## src/rtl/lockstep_pkg.sv

```systemverilog
// Shared types and helpers for the lockstep fault manager and comparator variants.
package lockstep_pkg;

    typedef enum logic [1:0] {
        MONITOR = 2'd0,
        SUSPECT = 2'd1,
        RECOVER = 2'd2,
        FAILED  = 2'd3
    } lsfm_state_e;

    localparam int unsigned MISMATCH_TOTAL_W = 16;

    typedef enum logic [1:0] {
        SMP_IDLE = 2'd0,
        SMP_GOOD = 2'd1,
        SMP_BAD  = 2'd2
    } sample_e;

    // Inconsistent flag pairs (both set or both clear) count as bad: fail-safe.
    function automatic sample_e classify_sample(input logic en, input logic match,
                                                input logic mismatch);
        if (!en) begin
            return SMP_IDLE;
        end
        if (match && !mismatch) begin
            return SMP_GOOD;
        end
        return SMP_BAD;
    endfunction

endpackage

```

## src/rtl/lockstep_fault_manager_hold_timer.sv

```systemverilog
// Loadable down-counter that times the core stall during a recovery.
module hold_timer #(
    parameter int unsigned WIDTH = 4
) (
    input  logic             clk_i,
    input  logic             rst_ni,
    input  logic             load_i,
    input  logic [WIDTH-1:0] load_val_i,
    input  logic             en_i,
    output logic             zero_o
);

    logic [WIDTH-1:0] count_q;

    // Load has priority; decrement stops at zero.
    always_ff @(posedge clk_i or negedge rst_ni) begin
        if (!rst_ni) begin
            count_q <= '0;
        end else if (load_i) begin
            count_q <= load_val_i;
        end else if (en_i && (count_q != '0)) begin
            count_q <= count_q - 1'b1;
        end
    end

    assign zero_o = (count_q == '0);

endmodule

```

## src/rtl/lockstep_fault_manager.sv

```systemverilog
// Filters comparator mismatches, runs checkpoint recoveries and escalates to a
// sticky FAILED state after too many retries.
module lockstep_fault_manager
    import lockstep_pkg::*;
#(
    parameter int unsigned MISMATCH_THRESHOLD = 3,
    parameter int unsigned RECOVERY_CYCLES    = 16,
    parameter int unsigned MAX_RETRIES        = 2,
    parameter int unsigned CLEAN_WINDOW       = 256
) (
    input  logic                               clk,
    input  logic                               reset,
    input  logic                               compare_en,
    input  logic                               match,
    input  logic                               mismatch,
    input  logic                               fault_ack,
    output logic                               core_hold,
    output logic                               core_restart,
    output logic                               fault_irq,
    output logic [1:0]                         state,
    output logic [$clog2(MAX_RETRIES+1)-1:0]   retry_count,
    output logic [MISMATCH_TOTAL_W-1:0]        mismatch_total
);

    localparam int unsigned CONSEC_W = $clog2(MISMATCH_THRESHOLD + 1);
    localparam int unsigned RETRY_W  = $clog2(MAX_RETRIES + 1);
    localparam int unsigned CLEAN_W  = $clog2(CLEAN_WINDOW + 1);
    localparam int unsigned TIMER_W  = (RECOVERY_CYCLES > 1) ? $clog2(RECOVERY_CYCLES) : 1;

    localparam logic [CONSEC_W-1:0] THRESH      = CONSEC_W'(MISMATCH_THRESHOLD);
    localparam logic [RETRY_W-1:0]  RETRY_LIMIT = RETRY_W'(MAX_RETRIES);
    localparam logic [CLEAN_W-1:0]  CLEAN_LIMIT = CLEAN_W'(CLEAN_WINDOW);
    localparam logic [TIMER_W-1:0]  HOLD_LOAD   = TIMER_W'(RECOVERY_CYCLES - 1);

    lsfm_state_e                 state_q;
    logic [CONSEC_W-1:0]         consec_q;
    logic [CLEAN_W-1:0]          clean_q;
    logic [RETRY_W-1:0]          retry_q;
    logic [MISMATCH_TOTAL_W-1:0] total_q;
    logic                        hold_q;
    logic                        restart_q;
    logic                        irq_q;

    sample_e                     sample;
    logic [CONSEC_W-1:0]         consec_d;
    logic [CLEAN_W-1:0]          clean_d;
    logic [MISMATCH_TOTAL_W-1:0] total_d;
    logic                        confirm;
    logic                        to_recover;
    logic                        timer_en;
    logic                        timer_zero;

    // Sample classification and the confirm decision shared by MONITOR and SUSPECT.
    // consec_q is always 0 in MONITOR, so consec_d == THRESH also covers THRESHOLD=1.
    always_comb begin
        sample     = classify_sample(compare_en, match, mismatch);
        consec_d   = consec_q + 1'b1;
        clean_d    = clean_q + 1'b1;
        total_d    = (total_q != '1) ? total_q + 1'b1 : total_q;
        confirm    = (sample == SMP_BAD) && (consec_d == THRESH) &&
                     ((state_q == MONITOR) || (state_q == SUSPECT));
        to_recover = confirm && (retry_q != RETRY_LIMIT);
        timer_en   = (state_q == RECOVER);
    end

    hold_timer #(
        .WIDTH (TIMER_W)
    ) u_hold_timer (
        .clk_i      (clk),
        .rst_ni     (reset),
        .load_i     (to_recover),
        .load_val_i (HOLD_LOAD),
        .en_i       (timer_en),
        .zero_o     (timer_zero)
    );

    // Main FSM with counters and registered outputs.
    always_ff @(posedge clk or negedge reset) begin
        if (!reset) begin
            state_q   <= MONITOR;
            consec_q  <= '0;
            clean_q   <= '0;
            retry_q   <= '0;
            total_q   <= '0;
            hold_q    <= 1'b0;
            restart_q <= 1'b0;
            irq_q     <= 1'b0;
        end else begin
            restart_q <= 1'b0;
            case (state_q)
                MONITOR: begin
                    case (sample)
                        SMP_BAD: begin
                            consec_q <= consec_d;
                            total_q  <= total_d;
                            clean_q  <= '0;
                            state_q  <= SUSPECT;
                        end
                        SMP_GOOD: begin
                            if (clean_d == CLEAN_LIMIT) begin
                                retry_q <= '0;
                                clean_q <= '0;
                            end else begin
                                clean_q <= clean_d;
                            end
                        end
                        default: ;
                    endcase
                end
                SUSPECT: begin
                    case (sample)
                        SMP_BAD: begin
                            consec_q <= consec_d;
                            total_q  <= total_d;
                        end
                        SMP_GOOD: begin
                            consec_q <= '0;
                            clean_q  <= '0;
                            state_q  <= MONITOR;
                        end
                        default: ;
                    endcase
                end
                RECOVER: begin
                    if (timer_zero) begin
                        state_q  <= MONITOR;
                        hold_q   <= 1'b0;
                        consec_q <= '0;
                        clean_q  <= '0;
                    end
                end
                FAILED: begin
                    if (fault_ack) begin
                        state_q  <= MONITOR;
                        hold_q   <= 1'b0;
                        irq_q    <= 1'b0;
                        retry_q  <= '0;
                        consec_q <= '0;
                        clean_q  <= '0;
                    end
                end
            endcase
            // Recovery entry overrides the per-state next state chosen above.
            if (confirm) begin
                hold_q <= 1'b1;
                if (to_recover) begin
                    state_q   <= RECOVER;
                    retry_q   <= retry_q + 1'b1;
                    restart_q <= 1'b1;
                end else begin
                    state_q <= FAILED;
                    irq_q   <= 1'b1;
                end
            end
        end
    end

    assign state          = state_q;
    assign core_hold      = hold_q;
    assign core_restart   = restart_q;
    assign fault_irq      = irq_q;
    assign retry_count    = retry_q;
    assign mismatch_total = total_q;

endmodule

```

## config.mk

```make
export PLATFORM = sky130hd
export DESIGN_NAME = lockstep_fault_manager
export DESIGN_NICKNAME = d
export VERILOG_FILES = /design/src/rtl/lockstep_pkg.sv /design/src/rtl/lockstep_fault_manager_hold_timer.sv /design/src/rtl/lockstep_fault_manager.sv
export SDC_FILE = /design/constraint.sdc
export NUM_CORES = 1
export LEC_CHECK = 0
export CORE_MARGIN = 2
export CORE_UTILIZATION = 50
export CTS_CLUSTER_SIZE = 10
export DETAILED_ROUTE_END_ITERATION = 10
export PLACE_DENSITY = 0.75
export SLEW_MARGIN = 30
export SYNTH_ARGS = -nofsm -noshare
export SYNTH_HDL_FRONTEND = slang
export SYNTH_HIERARCHICAL = 1
export SYNTH_SLANG_ARGS = --single-unit
```

## constraint.sdc

```tcl
create_clock -name clk -period 5 [get_ports clk]
set_input_delay 1 -clock clk [delete_from_list [all_inputs] [get_ports clk]]
set_output_delay 1 -clock clk [all_outputs]
set_load 0.03 [all_outputs]
```

### Nets reached from selected ports

Drawn at 6 px/µm.
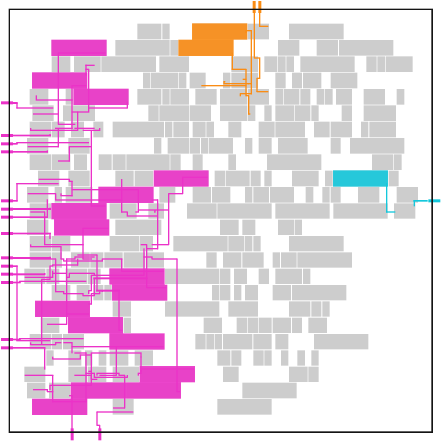
`mismatch_total`: drawn in magenta, bits 16, direction output, edge 14 left, 2 bottom, end cells 16, buffers 16, wire 694 µm. `state`: drawn in orange, bits 2, direction output, edge top, end cells 2, buffers 2, wire 60.5 µm. `core_restart`: drawn in cyan, bits 1, direction output, edge right, end cells 1, buffers 1, wire 9.10 µm.

### The clock network

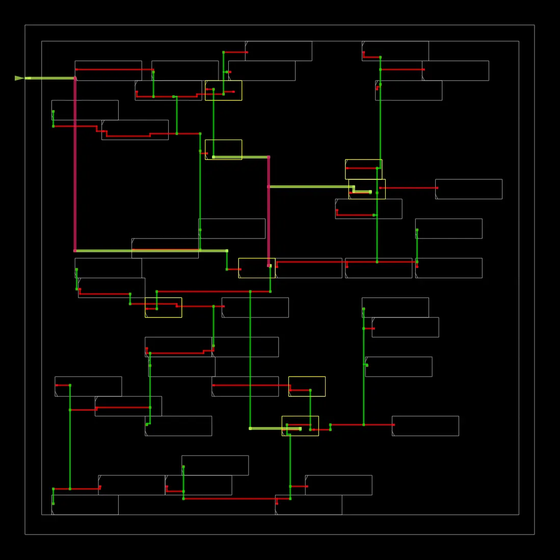
number of CTS-inserted buffers: 5
Num Clock Sinks: 38
clk_skew: 2.24 ps
num sequential: 38

## per-layer routing
metal	GRT usage, %	vias to the layer above
met1	26.2	822
met2	28.2	44
li1	-	846
met3	4.47	5
met4	7.26	0
met5	0	-
## kinds of logic (layout without fill, tap and decap cells)
group	after synthesis	in the layout
xor+xnor	19	19
mux	6	6
fa+ha+maj	9	9
compound gates	37	37
flops	38	38
simple gates	91	91
other cells	1	4
buf+inv	12	46
## worst paths after layout
path | start | endpoint | slack [ps]
min in group asynchronous | reset | u_hold_timer/count_q[1] | 800
max | mismatch | retry_count[0] | 2060
max reg2reg | state[0] | retry_count[0] | 2460
min reg2reg | fault_irq | fault_irq | 510
max in group asynchronous | reset | mismatch_total[8] | 3690
min | fault_irq | fault_irq | 510
==> run summary <==
Notes on the physical implementation.

- In this run, placement finished with an instance count of 294.
- Registers represent a cell area share of 36.0%.
- Per the post-CTS timing run, clock transition at the registers of the reported paths is 70 ps.
- Grouping stages by cell kind, the critical path spends the most delay in simple AND/OR/NAND/NOR gates.
- The switching power share of the total is 38.8%, for reference.
- The per-instance average area after synthesis is 10.3 µm², for reference.
- The cell depth of the worst hold path is 1, for reference.
- The length in cells of the worst reg-to-reg path is 7, for reference.
- The cell with the most instances after synthesis is sky130_fd_sc_hd__dfrtp_1, for reference.
- The flow ran to the end, and the final reports show no timing, DRC or antenna violations.
- The post-synth count of flops with an enable pin is 0.
- The routed design uses 170 µm of met3 wire.
- The dominant power group is combinational logic, for reference.
- Clock tree synthesis selected as its root buffer the cell sky130_fd_sc_hd__clkbuf_8.
- The first-pass GRT wire length is 7.40 mm, for reference.
- 0 antenna diodes ended up in the layout.
- The worst setup slack after layout is 2060 ps, for reference.
- The power report lists cell-internal power as 0.745 mW.
- The pin closest to its max-slew limit shows a slew of 824 ps.
- The async set or reset register ratio after synthesis is 100%, for reference.
- The fraction of final cell area spent on non-clock buffers in this run is 10.4%.
- The data arrival at the endpoint of the critical path is 3150 ps, for reference.
- The layout has 28 buffers outside the clock class.
- The total I/O pin count is 29, for reference.
- The last timing report of the flow puts the setup violation total at 0.
- The relative contribution of sequential cells to total power is 38.1%, for reference.
- STA classifies the critical path endpoint as a register.
- The power drawn by the sequential cells is 0.464 mW, for reference.
- The share of total power in combinational logic is 41.6%, for reference.
- TritonCTS built the clock tree.
- According to the tapcell log, the count of inserted taps is 52.
- The data required time at the worst endpoint is 5210 ps, for reference.
- Together, buffers and inverters on the worst path number 1.
- The summed instance area of the synthesized netlist is 2190 µm², for reference.
Power and IR drop assume default switching activity.
